Design cordic_quad_map, sky130hd; sources not shown.
run_1/layer_met1.png
Scale: 4 px per micron. Supply wires on this layer in gray.
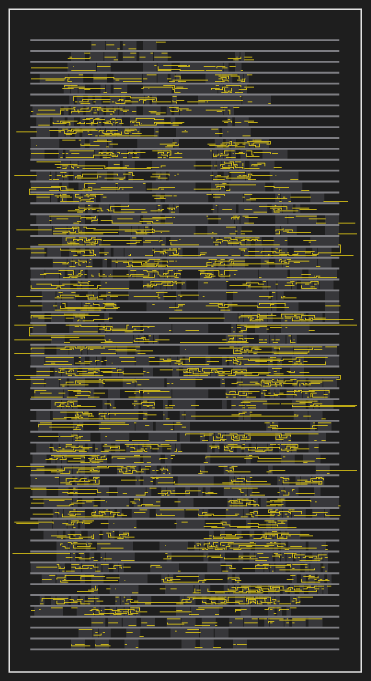
main direction: horizontal
wire length on this layer: 5,310 microns
share of all routed wire: 34%
vias after detailed routing: 5,191
Routed WL: 15.5 mm
grt met1 use: 0.214

run_1/sizes.png
Scale: 3 px per micron.
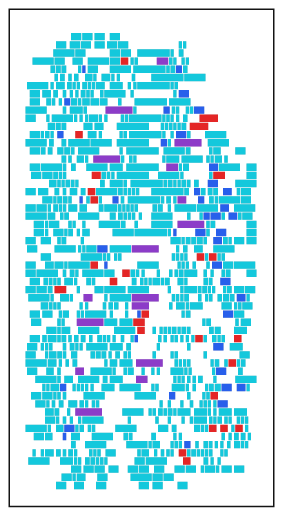
[purple] _6 and larger | cells: 16
[blue] _2 cells | cells: 42
[red] _3 and _4 cells | cells: 26
[cyan] _0 and _1 cells | cells: 799
Setup WS post-layout: 0.291 ns
design area: 0.00684 sq mm
Signal buffers: 123
Area Overhead vs Synth: 28.9%

run_1/cell_density.png
Scale: 3 px per micron. The die is cut into 9 by 17 equal tiles; dark blue is low, red is high, 0 to 100% covered.
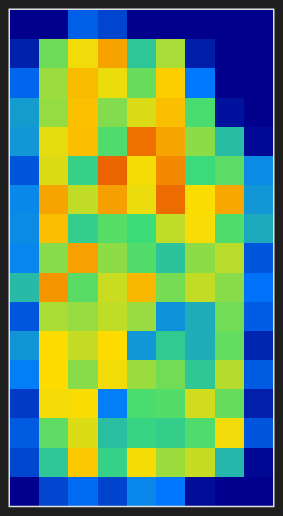
emptiest ninth of the die: north-east
mean over tiles: 46%
nearly empty tiles: 11%
tiles over 75% full: 13%
fullest tile: 89%
post-layout util: 0.581
fp_density: 0.451

==> job_summary.md, run 1 <==
## Implementation flow summary

| Metric | Value |
|---|---|
| Chip height | around 170 microns |
| CLK BUF | 9 |
| Switching power | 0.00123 W |
| Sequential power share | 0.363 |
| YS chip area | roughly 0.0053 sq mm |
| Cts-stage hold buffer count | 0 |
| Area share, top type | 0.253 |
| GR Util All Layers | 0.225 |
| Lkg Pwr | ~3.3 nW |
| Ao+oa area frac | 0.104 |
| CTS buffer count | 9 |
| Status | finished clean |
| Clock Power Share | 0.274 |
| Count of unique library cells instantiated by Yosys | between 40 and 50 |
| Max-cap viol count | 0 |
| Grt peak-use layer | met2 |
| P_seq | between 0.001 and 0.0015 W |
| Min Tclk post-route | between 3 and 4 ns |
| Worst Setup Start Kind | input port |
| Post-cts resize count | 0 |
| Tap Count | roughly 150 |
| Fraction of area in multi-input gates | 0.417 |
| Post-synthesis instance area | ~0.0053 sq mm |
| Synthesis warning total | 0 |
| Switching share of power | 0.354 |
| Grt ovf | 0 |
| Top logic family | simple AND/OR/NAND/NOR gates |
| Adders+Majority by Area | 0.0665 |
| Synth Area per Inst | roughly 6.9 sq um |
| Synth Register Bits | slightly above 80 |
| RSZ-0062 raised after global routing | no |
| Grt met3 use | 0.0392 |
| Top cell family by delay on the critical path | simple AND/OR/NAND/NOR gates |
| Layout cells sized above 1 | 0.0951 |
| Setup violators final | 0 |
| Clock Power | between 0.0009 and 0.001 W |
| Max-Slew Margin vs Limit | 0.679 |
| Floorplan Nets | around 840 |
| Pre-CTS setup slack | -0.0670 ns |
| Setup crit end kind | register |
| Met3 WL post-DR | 602 microns |
| Largest net degree at the start of global routing | 45 |
| Critical path type | in -> reg |
| DR top layer | met4 |
| Post-synthesis sequential area ratio | 0.343 |
| Internal power | 0.00225 W |
| Initial antenna violation count | 0 |
| Placed Instances | just over 1,000 |
| FMAX | roughly 310 MHz |
| Clock Skew | 0.0103 ns |
| Clock transition at path regs | approximately 0.070 ns |
| Vias/cell | ~5 |
| Post-DRT Antenna Nets | 0 |
| FFs & Latches | a little over 80 |
| CTS tree | yes |
| Simple Share, Synth | 0.331 |
| RePlAce Congestion | approximately 0.94 |
| Slowest-stage cell, CP | clkdlybuf4s50_1 |
| CP arrival | 3.43 ns |
| Top cells by count, synth | 204 x nand2_1, 124 x inv_1, 75 x nor2_1 |
| Post-layout period usage | 0.917 |
| Die W | about 88 microns |
| Inverters | roughly 130 |
| Met2 routed WL | around 9.0 mm |
| DPL Wire Length | about 12 mm |
| Post-route DRC | 0 |
| IO buf count | 103 |
| Synth mux share | 0 |
| Top cell excl fill/tap | nand2_1 |
| Hold WC Path Type | reg -> reg |
| Part of the power in combinational logic | 0.363 |
| Global-route wire length before repair | between 20 and 30 mm |
| Number of enable flip-flop cells | 16 |
| XOR Share, Synth | 0.0347 |
| Clock root buffer | clkbuf_16 |
| Total power | roughly 0.0035 W |
| Worst VDD drop | 0.000274 V |
| Die area | between 0.01 and 0.015 sq mm |
| H-tree depth | 3 |
| Most frequent cell after synthesis | nand2_1 |
| Wirelength per Cell | 15.1 microns |
| Filler Cells Inserted | approximately 1,100 |
| Worst slew pin tran | just under 0.5 ns |
| CP max FO | 12 |
| Area leader, netlist | dfxtp_1 |
| Final setup TNS | 0 ns |
| Largest power group | registers |
| WHS | around 0.46 ns |
| #MultiIn Comb | approximately 530 |
==> inputs of run 2 (changes only) <==
==> constraint.sdc (replaced) <==
create_clock -name clk -period 3.72 [get_ports clk]
set_input_delay 0.744 -clock clk [delete_from_list [all_inputs] [get_ports clk]]
set_output_delay 0.744 -clock clk [all_outputs]
set_load 0.005 [all_outputs]
run_2/sizes.png
Scale: 3 px per micron.
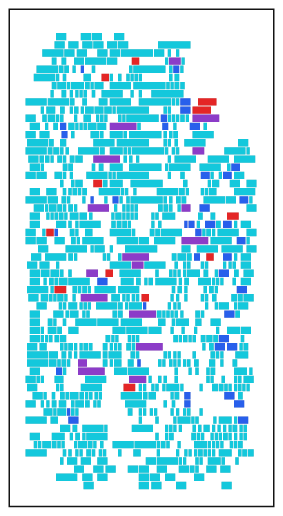
[purple] _6 and larger | cells: 17
[cyan] _0 and _1 cells | cells: 799
[red] _3 and _4 cells | cells: 12
[blue] _2 cells | cells: 42
Setup WS post-layout: 0.382 ns
Signal buffers: 110
design area: 0.00676 sq mm
Area Overhead vs Synth: 27.4%

==> run 2 against run 1 <==
Effect of this change: synthesized cell count is the same; wire length is 4.1% lower; design area shrank 1.2%; combinational power down 7%; hold slack better by 0.0068 ns; clock-buffer cell count unchanged; total power down 6.7%; clock skew down 0.0017 ns; highest routed layer unchanged.
==> job_summary.md, run 2 <==
## Implementation flow summary

| Metric | Value |
|---|---|
| Min Tclk post-route | 3.34 ns |
| Std-Cell Rows | ~56 |
| Floorplan Nets | 843 (unchanged) |
| Synthesis warning total | 0 (unchanged) |
| Die W | 87.6 microns (unchanged) |
| Slowest-stage cell, CP | clkdlybuf4s50_1 |
| Top logic family | simple AND/OR/NAND/NOR gates |
| Internal power | 0.00210 W (-6.5%) |
| Fp_density | 0.451 (unchanged) |
| Met3 WL post-DR | 571 microns (-5.1%) |
| WP depth | 18 |
| Lkg Pwr | 3.21 nW (-1.7%) |
| CP arrival | 3.56 ns (+0.13 ns) |
| Critical path type | in -> reg |
| Initial antenna violation count | 0 (unchanged) |
| Post-synthesis instance area | 0.00531 sq mm (unchanged) |
| Switching power | 0.00115 W (-7.1%) |
| Boundary pin count | ~100 |
| FFs & Latches | 83 (unchanged) |
| RSZ-0062 raised after global routing | no |
| Global-route wire length before repair | 24.9 mm (-2.3%) |
| Slowest Stage Delay on Critical Path | about 0.46 ns |
| Area leader, netlist | dfxtp_1 |
| Fraction of area in multi-input gates | 0.422 (+0.00509) |
| Final hold violation count | 0 |
| Drt first pass iters | 4 |
| Cell Pwr Density | roughly 480 mW/mm^2 |
| Tap Count | 145 (unchanged) |
| CTS tree | yes |
| Num Clock Sinks | between 80 and 90 |
| Post-DRT Antenna Nets | 0 (unchanged) |
| Clock Power Share | 0.274 (about the same) |
| Chip height | 165 microns (unchanged) |
| Post-layout period usage | 0.897 |
| H-tree depth | 3 (unchanged) |
| CTS buffer count | 9 (unchanged) |
| Layout cells sized above 1 | 0.0816 (-0.0135) |
| Worst VDD drop | 0.000304 V (+11%) |
| Final setup TNS | 0 ns (unchanged) |
| Biggest Area Class | logic gates |
| Reg2Reg Depth | 16 |
| Post-synthesis sequential area ratio | 0.343 (unchanged) |
| Clock root buffer | clkbuf_16 |
| Post-cts resize count | 0 (unchanged) |
| Sequential power share | 0.365 (+0.002) |
| Top cell excl fill/tap | nand2_1 |
| Count of unique library cells instantiated by Yosys | 46 (unchanged) |
| Vias/cell | 5.12 (+1.3%) |
| Synth Area per Inst | 6.94 sq um (unchanged) |
| Placed instance area | 0.00645 sq mm |
| IO buf count | 103 (unchanged) |
| Largest power group | registers |
| P_seq | 0.00119 W (-6%) |
| CLK BUF | 9 (unchanged) |
| Logic power comb | between 0.001 and 0.0015 W |
| Buffers plus inverters on the worst setup path | 4 |
| Grt met3 use | 0.0357 (-0.00348) |
| Signal buf overhead | 0.162 |
| Deepest clock path buffer count | 2 |
| Most frequent cell after synthesis | nand2_1 |
| Worst Setup Start Kind | input port |
| Total power | 0.00325 W (-6.7%) |
| Logic area | between 0.002 and 0.003 sq mm |
| Hold Path Cell Cnt | 2 |
| Placed Instances | 999 (-1.3%) |
| YS chip area | 0.00531 sq mm (unchanged) |
| Filler Cells Inserted | 1,133 (+3.5%) |
| GR Util All Layers | 0.218 (-0.00743) |
| #MultiIn Comb | 528 (unchanged) |
| Ant diodes | 0 |
| Cts-stage hold buffer count | 0 (unchanged) |
| Simple Share, Synth | 0.331 (unchanged) |
| Met2 routed WL | 8.51 mm (-5.7%) |
| Worst slew pin tran | 0.490 ns (+0.00933 ns) |
| Top logic cells by instance count in the layout | 204 x nand2_1, 124 x inv_1, 103 x clkdlybuf4s50_1, 75 x nor2_1, 67 x dfxtp_1 |
| Late-Pin Clk Latency | about 0.34 ns |
| Hold WC Path Type | reg -> reg |
| Area of the core | about 0.012 sq mm |
| Top cell family by delay on the critical path | simple AND/OR/NAND/NOR gates |
| Largest net degree at the start of global routing | 45 (unchanged) |
| Switching share of power | 0.353 (-0.00136) |
| Grt peak-use layer | met2 |
| Total Nets Final | around 940 |
| Synth mux share | 0 (unchanged) |
| CP max FO | 12 (unchanged) |
| XOR Share, Synth | 0.0347 (unchanged) |
| WHS | 0.471 ns (+0.00678 ns) |
| Critical path data required time | between 3 and 4 ns |
| Final slew viol count | 0 |
| Status | finished clean |
| FMAX | 300 MHz |
| DR top layer | met4 |
| Setup bufs post-CTS | 0 |
| Vias in the first global route | roughly 5,300 |
| Setup crit end kind | register |
| Post-layout util | 0.574 (-0.00701) |
| Reg area | between 0.0015 and 0.002 sq mm |
| Non-Filler Instances | between 1,000 and 1,500 |
| Number of enable flip-flop cells | 16 (unchanged) |
| Top cells by area | dfxtp_1 25%, nand2_1 14%, edfxtp_1 9.1%, inv_1 8.8%, ha_1 5.9% |
| Adders+Majority by Area | 0.0665 (unchanged) |
| Max-cap viol count | 0 (unchanged) |
| Setup violators final | 0 (unchanged) |
| Pre-CTS setup slack | 0.00519 ns (+0.0722 ns) |
| Asr flop ratio synth | 0 |
| Die area | 0.0145 sq mm (unchanged) |
| Grt ovf | 0 (unchanged) |
| RePlAce Congestion | 0.935 (-0.65%) |
| Area share, top type | 0.253 (unchanged) |
| Clock Skew | 0.00862 ns (-0.00167 ns) |
| M1 WL | 5.25 mm |
| Clock Power | 0.000890 W (-6.7%) |
| Wirelength per Cell | 14.6 microns (-2.8%) |
| Inverters | 133 (unchanged) |
| Max-Slew Margin vs Limit | 0.671 (-0.00780) |
| Ys cells | approximately 760 |
| Number of OpenROAD warnings | 30 |
| Clock transition at path regs | 0.07 ns (about the same) |
| Post-route DRC | 0 (unchanged) |
| Part of the power in combinational logic | 0.361 (-0.002) |
| Ao+oa area frac | 0.104 (unchanged) |
| Synth Register Bits | 83 (unchanged) |
| Top cells by count, synth | 204 x nand2_1, 124 x inv_1, 75 x nor2_1 |
| Top FF cell, synth | dfxtp_1 |
| DPL Wire Length | 11.9 mm (-2.9%) |
run_2/layer_met1.png
Scale: 4 px per micron. Supply wires on this layer in gray.
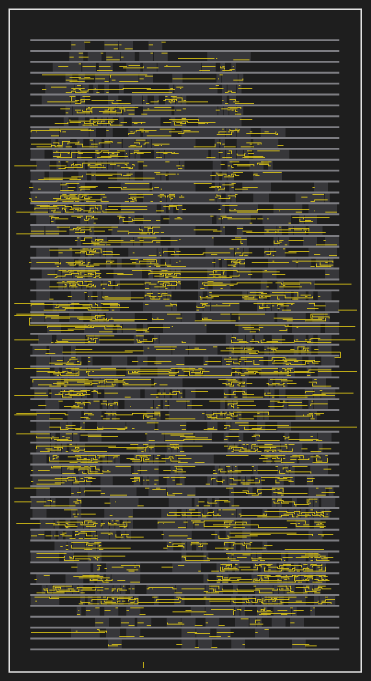
wire length on this layer: 5,250 microns
main direction: horizontal
longest straight run: 26.2 microns
share of all routed wire: 35%
grt met1 use: 0.211
Routed WL: 14.8 mm
vias after detailed routing: 5,192

Power figures rest on the tool's default switching activity, not on a simulated workload.
